==> src/rtl/rf_write_arbiter.sv <==
// rf_write_arbiter: shares the register-file write port between the in-order
// writeback stage (port A, never back-pressured, always wins) and a buffered
// long-latency producer (port B, queued in a DEPTH-entry FIFO and drained on
// cycles where A does not write). Also exports a pending-write mask for the
// hazard unit, a registered stall request, and a sticky protocol-error flag.
module rf_write_arbiter #(
  parameter int unsigned DEPTH        = 4,
  parameter int unsigned STARVE_LIMIT = 8
) (
  input  logic        clk,
  input  logic        reset,
  input  logic        a_valid,
  input  logic [4:0]  a_reg,
  input  logic [31:0] a_data,
  input  logic        b_valid,
  output logic        b_ready,
  input  logic [4:0]  b_reg,
  input  logic [31:0] b_data,
  output logic        rf_RegWrite,
  output logic [4:0]  rf_Write_register,
  output logic [31:0] rf_Write_data,
  output logic [31:0] pend_mask,
  output logic        stall_req,
  output logic        proto_err
);

  localparam int unsigned     PTR_W      = (DEPTH > 1) ? $clog2(DEPTH) : 1;
  localparam int unsigned     CNT_W      = PTR_W + 1;
  localparam logic [CNT_W-1:0] FULL_CNT  = CNT_W'(DEPTH);
  localparam logic [7:0]      STARVE_THR = 8'(STARVE_LIMIT);
  localparam logic [7:0]      AGE_MAX    = 8'hFF;

  typedef enum logic [1:0] {
    GNT_IDLE,
    GNT_A_WIN,
    GNT_B_DRAIN
  } grant_e;

  // FIFO storage: register index and data per entry
  logic [4:0]       fifo_reg_q  [DEPTH];
  logic [31:0]      fifo_data_q [DEPTH];

  logic [PTR_W-1:0] wr_ptr_q, wr_ptr_d;
  logic [PTR_W-1:0] rd_ptr_q, rd_ptr_d;
  logic [CNT_W-1:0] count_q, count_d;
  logic [7:0]       age_q, age_d;
  logic             stall_q, stall_d;
  logic             proto_q, proto_d;

  grant_e           grant;
  logic             full, empty;
  logic             push, pop;

  assign full    = (count_q == FULL_CNT);
  assign empty   = (count_q == '0);

  // No pass-through when full: a same-cycle pop does not open a slot.
  assign b_ready = reset && !full;

  // Writes to r0 are accepted from B but never stored.
  assign push    = b_valid && b_ready && (b_reg != 5'd0);
  assign pop     = (grant == GNT_B_DRAIN);

  assign stall_req = stall_q;
  assign proto_err = proto_q;

  // Grant selection: A with a non-zero destination wins, else drain the head.
  always_comb begin
    grant = GNT_IDLE;
    if (reset) begin
      if (a_valid && (a_reg != 5'd0)) begin
        grant = GNT_A_WIN;
      end else if (!empty) begin
        grant = GNT_B_DRAIN;
      end
    end
  end

  // Register-file write port mux driven by the grant.
  always_comb begin
    rf_RegWrite       = 1'b0;
    rf_Write_register = '0;
    rf_Write_data     = '0;
    case (grant)
      GNT_A_WIN: begin
        rf_RegWrite       = 1'b1;
        rf_Write_register = a_reg;
        rf_Write_data     = a_data;
      end
      GNT_B_DRAIN: begin
        rf_RegWrite       = 1'b1;
        rf_Write_register = fifo_reg_q[rd_ptr_q];
        rf_Write_data     = fifo_data_q[rd_ptr_q];
      end
      default: begin
        rf_RegWrite       = 1'b0;
      end
    endcase
  end

  // Pending-write mask over the live FIFO entries (head still shown while popping).
  always_comb begin
    pend_mask = '0;
    for (int unsigned i = 0; i < DEPTH; i++) begin
      if (CNT_W'(i) < count_q) begin
        pend_mask[fifo_reg_q[rd_ptr_q + PTR_W'(i)]] = 1'b1;
      end
    end
    pend_mask[0] = 1'b0;
    if (!reset) begin
      pend_mask = '0;
    end
  end

  // Next-state for pointers, occupancy, head age, stall and protocol flag.
  always_comb begin
    wr_ptr_d = wr_ptr_q;
    rd_ptr_d = rd_ptr_q;
    count_d  = count_q;
    age_d    = age_q;

    if (push) begin
      wr_ptr_d = wr_ptr_q + PTR_W'(1);
    end
    if (pop) begin
      rd_ptr_d = rd_ptr_q + PTR_W'(1);
    end

    case ({push, pop})
      2'b10:   count_d = count_q + CNT_W'(1);
      2'b01:   count_d = count_q - CNT_W'(1);
      default: count_d = count_q;
    endcase

    // Age tracks how long the current head has been waiting; a push into an
    // empty FIFO starts the new head at zero on the following cycle.
    if (pop || empty) begin
      age_d = '0;
    end else if (age_q != AGE_MAX) begin
      age_d = age_q + 8'd1;
    end

    stall_d = (count_d == FULL_CNT) || (age_d >= STARVE_THR);
    proto_d = proto_q || (stall_q && a_valid);
  end

  // Control state registers with synchronous active-low reset.
  always_ff @(posedge clk) begin
    if (!reset) begin
      wr_ptr_q <= '0;
      rd_ptr_q <= '0;
      count_q  <= '0;
      age_q    <= '0;
      stall_q  <= 1'b0;
      proto_q  <= 1'b0;
    end else begin
      wr_ptr_q <= wr_ptr_d;
      rd_ptr_q <= rd_ptr_d;
      count_q  <= count_d;
      age_q    <= age_d;
      stall_q  <= stall_d;
      proto_q  <= proto_d;
    end
  end

  // FIFO storage write; contents are qualified by count, so no reset needed.
  always_ff @(posedge clk) begin
    if (push) begin
      fifo_reg_q[wr_ptr_q]  <= b_reg;
      fifo_data_q[wr_ptr_q] <= b_data;
    end
  end

endmodule

==> config.mk <==
export PLATFORM = sky130hd
export DESIGN_NAME = rf_write_arbiter
export DESIGN_NICKNAME = d
export VERILOG_FILES = /design/src/rtl/rf_write_arbiter.sv
export SDC_FILE = /design/constraint.sdc
export NUM_CORES = 1
export LEC_CHECK = 0
export CAP_MARGIN = 20
export CORE_ASPECT_RATIO = 1.5
export CORE_UTILIZATION = 50
export CTS_CLUSTER_SIZE = 14
export DETAILED_ROUTE_END_ITERATION = 10
export HOLD_SLACK_MARGIN = 0.02
export MAX_ROUTING_LAYER = met4
export PLACE_DENSITY = 0.88
export REMOVE_ABC_BUFFERS = 1
export SLEW_MARGIN = 20
export SYNTH_ARGS = -nofsm -noshare
export SYNTH_HDL_FRONTEND = slang
export SYNTH_SLANG_ARGS = --single-unit
==> constraint.sdc <==
create_clock -name clk -period 3.2 [get_ports clk]
set_clock_uncertainty 0.15 [all_clocks]
set_input_delay 0.32 -clock clk [delete_from_list [all_inputs] [get_ports clk]]
set_output_delay 0.32 -clock clk [all_outputs]
set_load 0.1 [all_outputs]
run_1/final_congestion.png
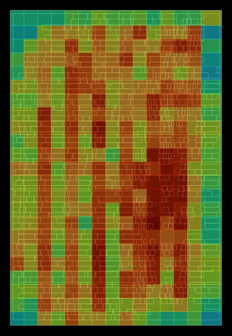
GR Util met2: 0.5364
Wirelength per Cell: 25.26 um

run_1/metal_stack.png
The bar under the picture is 20 um long. Only two layers are drawn.
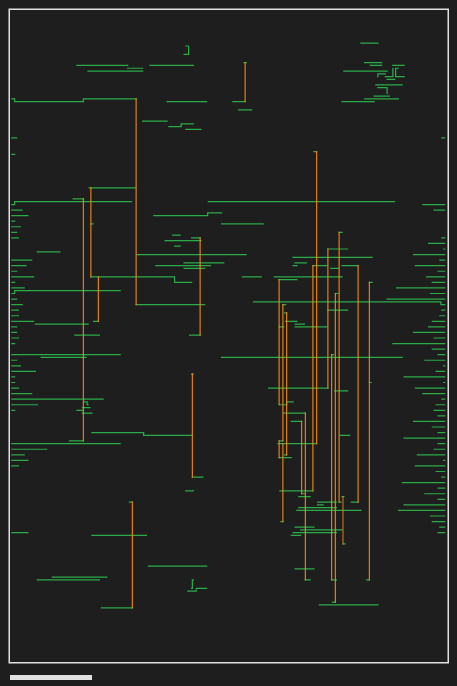
| layer | colour | wire length |
|---|---|---|
| met4 | orange | 906 um |
| met3 | green | 1,300 um |
DRT Wirelength: 24,020 um
DR vias: 6,016
GRT Total Usage: 0.3007

==> metrics.csv, run 1 <==
metric,value,unit
common_cells,"148 x edfxtp_1, 63 x o22ai_1, 39 x mux4_2",
cts_buffers,17,
dominant_cells,sequential cells,
min_period,3.154,ns
design.core.area,16190,um^2
slowest_delay,0.58,ns
wl_met2,13430,um
status,completed,
antenna_cells,0,
sh_seq_area,0.4199,
netSwitchingPower,1.389,mW
synth_dominant_cell_count,edfxtp_1,
io_pins,151,
yosys-top-cells-area,"edfxtp_1 54%, mux4_2 11%, o22ai_1 4.8%, dfxtp_1 4.6%, a22o_1 3.9%",
buffer_area_frac,0.2174,
drtIter0Drc,398,
grt_max_degree,38,
path_cells,buf_12 -> mux4_2 -> nand2b_4 -> or3_4 -> o22ai_2 -> o21a_1 -> buf_12,
cap_viol_max_count,0,
holdCritPathClass,flip-flop to flip-flop,
rrSetupSlack,0.18,ns
setup_viol,0,
clockBufferDepth,2,
postCtsResizedCells,5,
ys_chip_area,8260,um^2
critical_path_depth,7,
clk_latency,0.43,ns
fill_cells,960,
end_kind,output port,
cts_setup_buffers,0,
ir_worst_vdd,0.0005642,V
drt-met1-wl,8385,um
p_seq_frac,0.461,
die_width,106.9,um
setup_ws,0.04566,ns
critPathKind,flip-flop to output port,
grt_overflow_total,0,
edf_count,148,
comb_share,0.2816,
place_area,10820,um^2
worstMarginPinSlew,1.063,ns
syn_avg_cell_area,14.49,um^2
synth.area.mux_share,0.1503,
layout-drive-gt1-share,0.2711,
busiest_layer,met2,
netlist.area_leader.share,0.5380,
cp_data_required_time,2.73,ns
clock_buffers,17,
maxSlewHeadroom,0.2898,
swShare,0.2625,
die_area,17050,um^2
hpwl,16960,um
max_freq,0.3170,GHz
synthFlopType,edfxtp_1,
finalClockPeriodUsage,0.9857,
slew_violations,0,
n_all_buffers,178,
comb-power,0.688,mW
whs_endpoint,proto_err,
powerClk,2.17,mW
routed_via_density,6.326,
taps,206,
xor_area_frac,0.006362,
largest_reg_flops,128,
reg2reg_from,count_q[0],
ys_seq_share,0.5841,
total_leakage_power,3.807,nW
min_path_cells,2,
finalHoldViolations,0,
run_1/met1.png
The bar under the picture is 20 um long. Cells faint in the background.
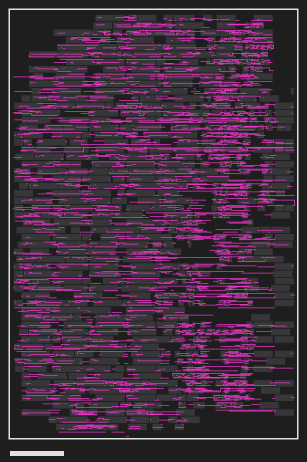
main direction: horizontal
wire length on this layer: 8,390 um
met1 Usage GRT: 0.3234

run_1/wire_density.png
21 x 32 tiles, from white (low) to dark blue (high), scaled to the fullest tile. Values are wire area over tile area, all layers added.
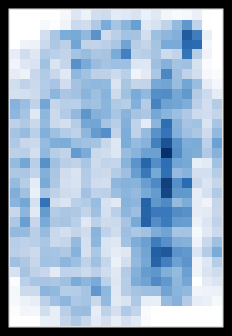
fullest tile: 0.70
tiles over half the peak: 16%
mean over tiles: 0.23

==> run 1 -> run 2 <==
--- a/config.mk
+++ b/config.mk
@@ -7,14 +7,14 @@
 export LEC_CHECK = 0
 export CAP_MARGIN = 20
 export CORE_ASPECT_RATIO = 1.5
-export CORE_UTILIZATION = 50
+export CORE_UTILIZATION = 33
 export CTS_CLUSTER_SIZE = 14
 export DETAILED_ROUTE_END_ITERATION = 10
 export HOLD_SLACK_MARGIN = 0.02
 export MAX_ROUTING_LAYER = met4
-export PLACE_DENSITY = 0.88
+export PLACE_DENSITY = 0.64
 export REMOVE_ABC_BUFFERS = 1
-export SLEW_MARGIN = 20
+export SLEW_MARGIN = 0
 export SYNTH_ARGS = -nofsm -noshare
 export SYNTH_HDL_FRONTEND = slang
 export SYNTH_SLANG_ARGS = --single-unit
run_2/zoom.png
The bar under the picture is 5 um long. Region (88, 137) to (108, 157) um. Cells in grey, sequential cells in the stronger grey; small squares are vias.
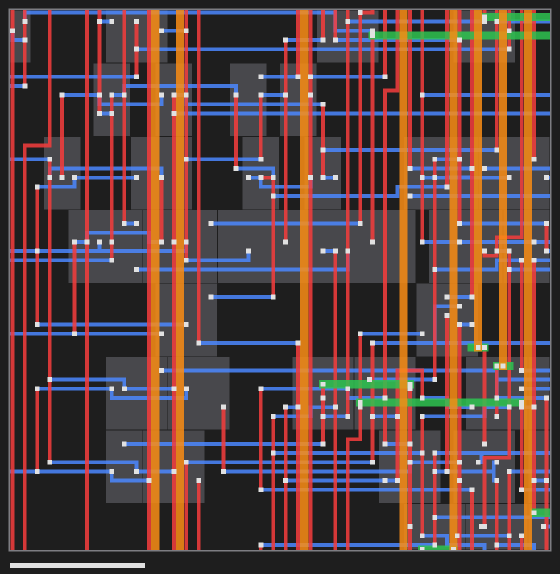
| layer | colour |
|---|---|
| met4 | orange |
| met3 | green |
| met2 | red |
| met1 | blue |
cells with their middle in the window: 31
most frequent: o22ai_1 (11), nand2_1 (7), o21a_1 (4)
sequential cells in the window: 0

==> metrics.csv, run 2 <==
metric,value,unit,change
reg2reg_from,count_q[0],,
synthArstFlopShare,0,,
holdWs,0.3223,ns,
yosys-top-cells-area,"edfxtp_1 54%, mux4_2 11%, o22ai_1 4.8%, dfxtp_1 4.6%, a22o_1 3.9%",,
highest_layer,met4,,
final_nets,820,,
maxSlewHeadroom,0.3594,,+0.06956
comb_share,0.2809,,-0.0007444
synth_dominant_cell_count,edfxtp_1,,
nMultiInputCombCells,355,,
fill_cells,2172,,+130%
layout-drive-gt1-share,0.2809,,+0.009773
finalPower,5.438,mW,
min_period,3.168,ns,+0.01395 ns
synth.area.mux_share,0.1503,,unchanged
aoi_share,0.1371,,
place_ws,0.1749,ns,
wl_per_cell,20.71,um,-18%
portBuffers,149,,
whs_endpoint,proto_err,,
cp_data_required_time,2.73,ns,about the same
path_cells,buf_12 -> mux4_2 -> nand2b_1 -> o22ai_1 -> o21a_1 -> buf_12,,
first_global_vias,5839,,
p_seq_frac,0.448,,-0.013
slowest_stage,mux4_2,,
top_register,fifo_data_q,,
cts_tree,done,,
startpoint_type,flip-flop,,
xor_area_frac,0.006362,,unchanged
slew_violations,0,,unchanged
path_common_cell,buf_12,,
reg_top3,"fifo_data_q x128, fifo_reg_q x20, age_q x8",,
status,completed,,
holdCritPathClass,flip-flop to flip-flop,,
clock_buffers,18,,+1
drtIter0Drc,376,,-5.5%
buffer_area_frac,0.2128,,-0.004652
drc_errors,0,,
synthFlopType,edfxtp_1,,
comb_area,3308,um^2,
grt_use_met2,0.3209,,-0.2154
hold_start,proto_err,,
common_cells,"148 x edfxtp_1, 63 x o22ai_1, 39 x mux4_2",,
ys_seq_share,0.5841,,unchanged
clk_pin_slew,0.07,ns,
h-tree-depth,4,,
busiest_layer,met2,,
grt_max_degree,38,,unchanged
powerSeq,2.44,mW,
design.core.area,24520,um^2,+51%
layout.cells.most_common,edfxtp_1,,
worstMarginPinSlew,0.9579,ns,-0.1048 ns
n_all_buffers,177,,-0.56%
critPathCapture,pend_mask[1],,
cts_setup_buffers,1,,+1
setup_ws,0.03171,ns,-0.01395 ns
cp_max_fo,8,,
ys_chip_area,8260,um^2,unchanged
ant_nets,0,,
place_area,10950,um^2,+1.2%
swShare,0.2303,,-0.03219
cts_root_buf,clkbuf_16,,
largest_area_cell,edfxtp_1,,
critical_path.startpoint,rd_ptr_q[0],,
end_kind,output port,,
flop_area,4833,um^2,
slowest_delay,0.63,ns,+0.05 ns
wl_met3,1127,um,
inverters,13,,
grtUsageMet3,0.03721,,
synthesis.area,8260,um^2,
design.seq.count,167,,
fin_tns_setup,0,ns,
rrSetupSlack,0.37,ns,+0.19 ns
p_clk_frac,0.426,,
arrival,2.70,ns,
drt-pass1-iter-count,4,,
synthToLayoutAreaGrowth,42.58,%,
die_area,25680,um^2,+51%
critPathKind,flip-flop to output port,,
cts_buffers,17,,unchanged
wl_met2,11860,um,-12%
critical_path_depth,6,,-1
grt_pass1_wl,33650,um,
drt-met1-wl,8367,um,-0.21%
finalHoldViolations,0,,unchanged
finalClockPeriodUsage,0.9901,,+0.004359
taps,324,,+57%
largest_reg_flops,128,,unchanged
grtUsageTotal,0.1812,,-0.1195
top_logic_kind,multiplexers,,
instances_no_fill,1068,,
critical_path.top_delay_family,multiplexers,,
power_leader,sequential cells,,
setup_viol,0,,unchanged
postCtsResizedCells,9,,+4
postSynthCellCount,570,,
min_path_cells,2,,unchanged
antenna_found_initial,0,,
hpwl,16140,um,-4.8%
routed_via_density,5.358,,-15%
max_freq,0.3156,GHz,-0.44%
comb-power,0.684,mW,-0.6%
syn_avg_cell_area,14.49,um^2,unchanged
r2r_end,fifo_data_q[0][2],,
ir_worst_vdd,0.0003635,V,-36%
clock_tree_area_fraction,0.05737,,
netSwitchingPower,1.252,mW,-9.9%
powerClk,2.32,mW,+7%
met1_usage,0.1942,,-0.1292
io_pins,151,,unchanged
netlist.area_leader.share,0.5380,,unchanged
yosys_cells,570,,
rsz0062_at_grt,true,,
via_count,5722,,-4.9%
tool_warnings,34,,
synth_flop_count,167,,
ys_sh_simple,0.07770,,
edf_count,148,,unchanged
power.share.combinational,0.126,,
place_congestion,0.9223,,
final_area,11780,um^2,
dominant_cells,sequential cells,,
die_width,131.2,um,+23%
placed_cells,1033,,
adder_share,0.01666,,
clk_latency,0.43,ns,about the same
final_util,0.4803,,
grt_overflow_total,0,,unchanged
clockBufferDepth,2,,unchanged
hold_buffers,0,,
lay_top_cells,"148 x edfxtp_1, 79 x clkdlybuf4s50_1, 75 x buf_12",,
cap_viol_max_count,0,,unchanged
routed_wl,22120,um,-7.9%
antenna_cells,0,,unchanged
sh_seq_area,0.4104,,-0.009506
r2r_cells,8,,
total_leakage_power,3.816,nW,+0.23%
==> run 2 -> run 3 <==
--- a/config.mk
+++ b/config.mk
@@ -14,7 +14,6 @@
 export MAX_ROUTING_LAYER = met4
 export PLACE_DENSITY = 0.64
 export REMOVE_ABC_BUFFERS = 1
-export SLEW_MARGIN = 0
 export SYNTH_ARGS = -nofsm -noshare
 export SYNTH_HDL_FRONTEND = slang
 export SYNTH_SLANG_ARGS = --single-unit
run_3/met1.png
The bar under the picture is 50 um long. Cells faint in the background.
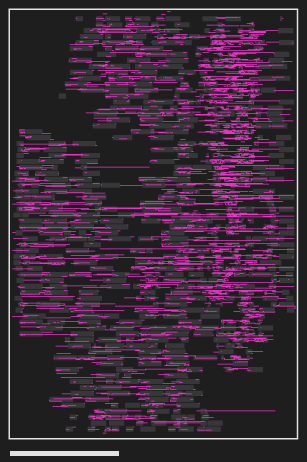
wire length on this layer: 8,370 um
nets with wire on the layer: 722

==> metrics.csv, run 3 <==
metric,value,unit,change
drt-met1-wl,8367,um,unchanged
drtIter0Drc,376,,unchanged
die_area,25680,um^2,unchanged
end_kind,output port,,
syn_avg_cell_area,14.49,um^2,unchanged
place_congestion,0.9223,,unchanged
highest_layer,met4,,
cts_tree,done,,
p_clk_frac,0.426,,about the same
finalPower,5.438,mW,unchanged
status,completed,,
clockBufferDepth,2,,unchanged
slowest_stage,mux4_2,,
path_cells,buf_12 -> mux4_2 -> nand2b_1 -> o22ai_1 -> o21a_1 -> buf_12,,
whs_endpoint,proto_err,,
place_ws,0.1749,ns,unchanged
top_register,fifo_data_q,,
clock_buffers,18,,unchanged
lay_top_cells,"148 x edfxtp_1, 79 x clkdlybuf4s50_1, 75 x buf_12",,
ys_chip_area,8260,um^2,unchanged
grt_max_degree,38,,unchanged
routed_wl,22120,um,unchanged
worstMarginPinSlew,0.9579,ns,unchanged
ir_worst_vdd,0.0003635,V,unchanged
synth.area.mux_share,0.1503,,unchanged
busiest_layer,met2,,
arrival,2.70,ns,about the same
synthFlopType,edfxtp_1,,
cts_root_buf,clkbuf_16,,
grtUsageMet3,0.03721,,unchanged
antenna_found_initial,0,,unchanged
startpoint_type,flip-flop,,
hold_buffers,0,,unchanged
synth_flop_count,167,,unchanged
p_seq_frac,0.448,,about the same
power.share.combinational,0.126,,about the same
grt_overflow_total,0,,unchanged
via_count,5722,,unchanged
clock_tree_area_fraction,0.05737,,unchanged
cap_viol_max_count,0,,unchanged
antenna_cells,0,,unchanged
final_util,0.4803,,unchanged
dominant_cells,sequential cells,,
synth_dominant_cell_count,edfxtp_1,,
fill_cells,2172,,unchanged
synthToLayoutAreaGrowth,42.58,%,unchanged
final_nets,820,,unchanged
yosys_cells,570,,unchanged
power_leader,sequential cells,,
final_area,11780,um^2,unchanged
largest_area_cell,edfxtp_1,,
xor_area_frac,0.006362,,unchanged
io_pins,151,,unchanged
r2r_cells,8,,unchanged
netSwitchingPower,1.252,mW,unchanged
layout-drive-gt1-share,0.2809,,unchanged
portBuffers,149,,unchanged
postCtsResizedCells,9,,unchanged
aoi_share,0.1371,,unchanged
cp_max_fo,8,,unchanged
grt_pass1_wl,33650,um,unchanged
die_width,131.2,um,unchanged
netlist.area_leader.share,0.5380,,unchanged
comb_area,3308,um^2,unchanged
critical_path_depth,6,,unchanged
setup_ws,0.03171,ns,unchanged
total_leakage_power,3.816,nW,unchanged
grtUsageTotal,0.1812,,unchanged
tool_warnings,34,,unchanged
hpwl,16140,um,unchanged
rsz0062_at_grt,true,,
clk_pin_slew,0.07,ns,about the same
min_period,3.168,ns,unchanged
ant_nets,0,,unchanged
holdCritPathClass,flip-flop to flip-flop,,
finalClockPeriodUsage,0.9901,,unchanged
synthesis.area,8260,um^2,unchanged
nMultiInputCombCells,355,,unchanged
slowest_delay,0.63,ns,about the same
cp_data_required_time,2.73,ns,about the same
postSynthCellCount,570,,unchanged
swShare,0.2303,,unchanged
powerSeq,2.44,mW,about the same
wl_met2,11860,um,unchanged
synthArstFlopShare,0,,unchanged
fin_tns_setup,0,ns,unchanged
first_global_vias,5839,,unchanged
place_area,10950,um^2,unchanged
reg_top3,"fifo_data_q x128, fifo_reg_q x20, age_q x8",,
instances_no_fill,1068,,unchanged
flop_area,4833,um^2,unchanged
critical_path.startpoint,rd_ptr_q[0],,
r2r_end,fifo_data_q[0][2],,
n_all_buffers,177,,unchanged
inverters,13,,unchanged
largest_reg_flops,128,,unchanged
ys_seq_share,0.5841,,unchanged
hold_start,proto_err,,
edf_count,148,,unchanged
buffer_area_frac,0.2128,,unchanged
placed_cells,1033,,unchanged
Power figures rest on the tool's default switching activity, not on a simulated workload.
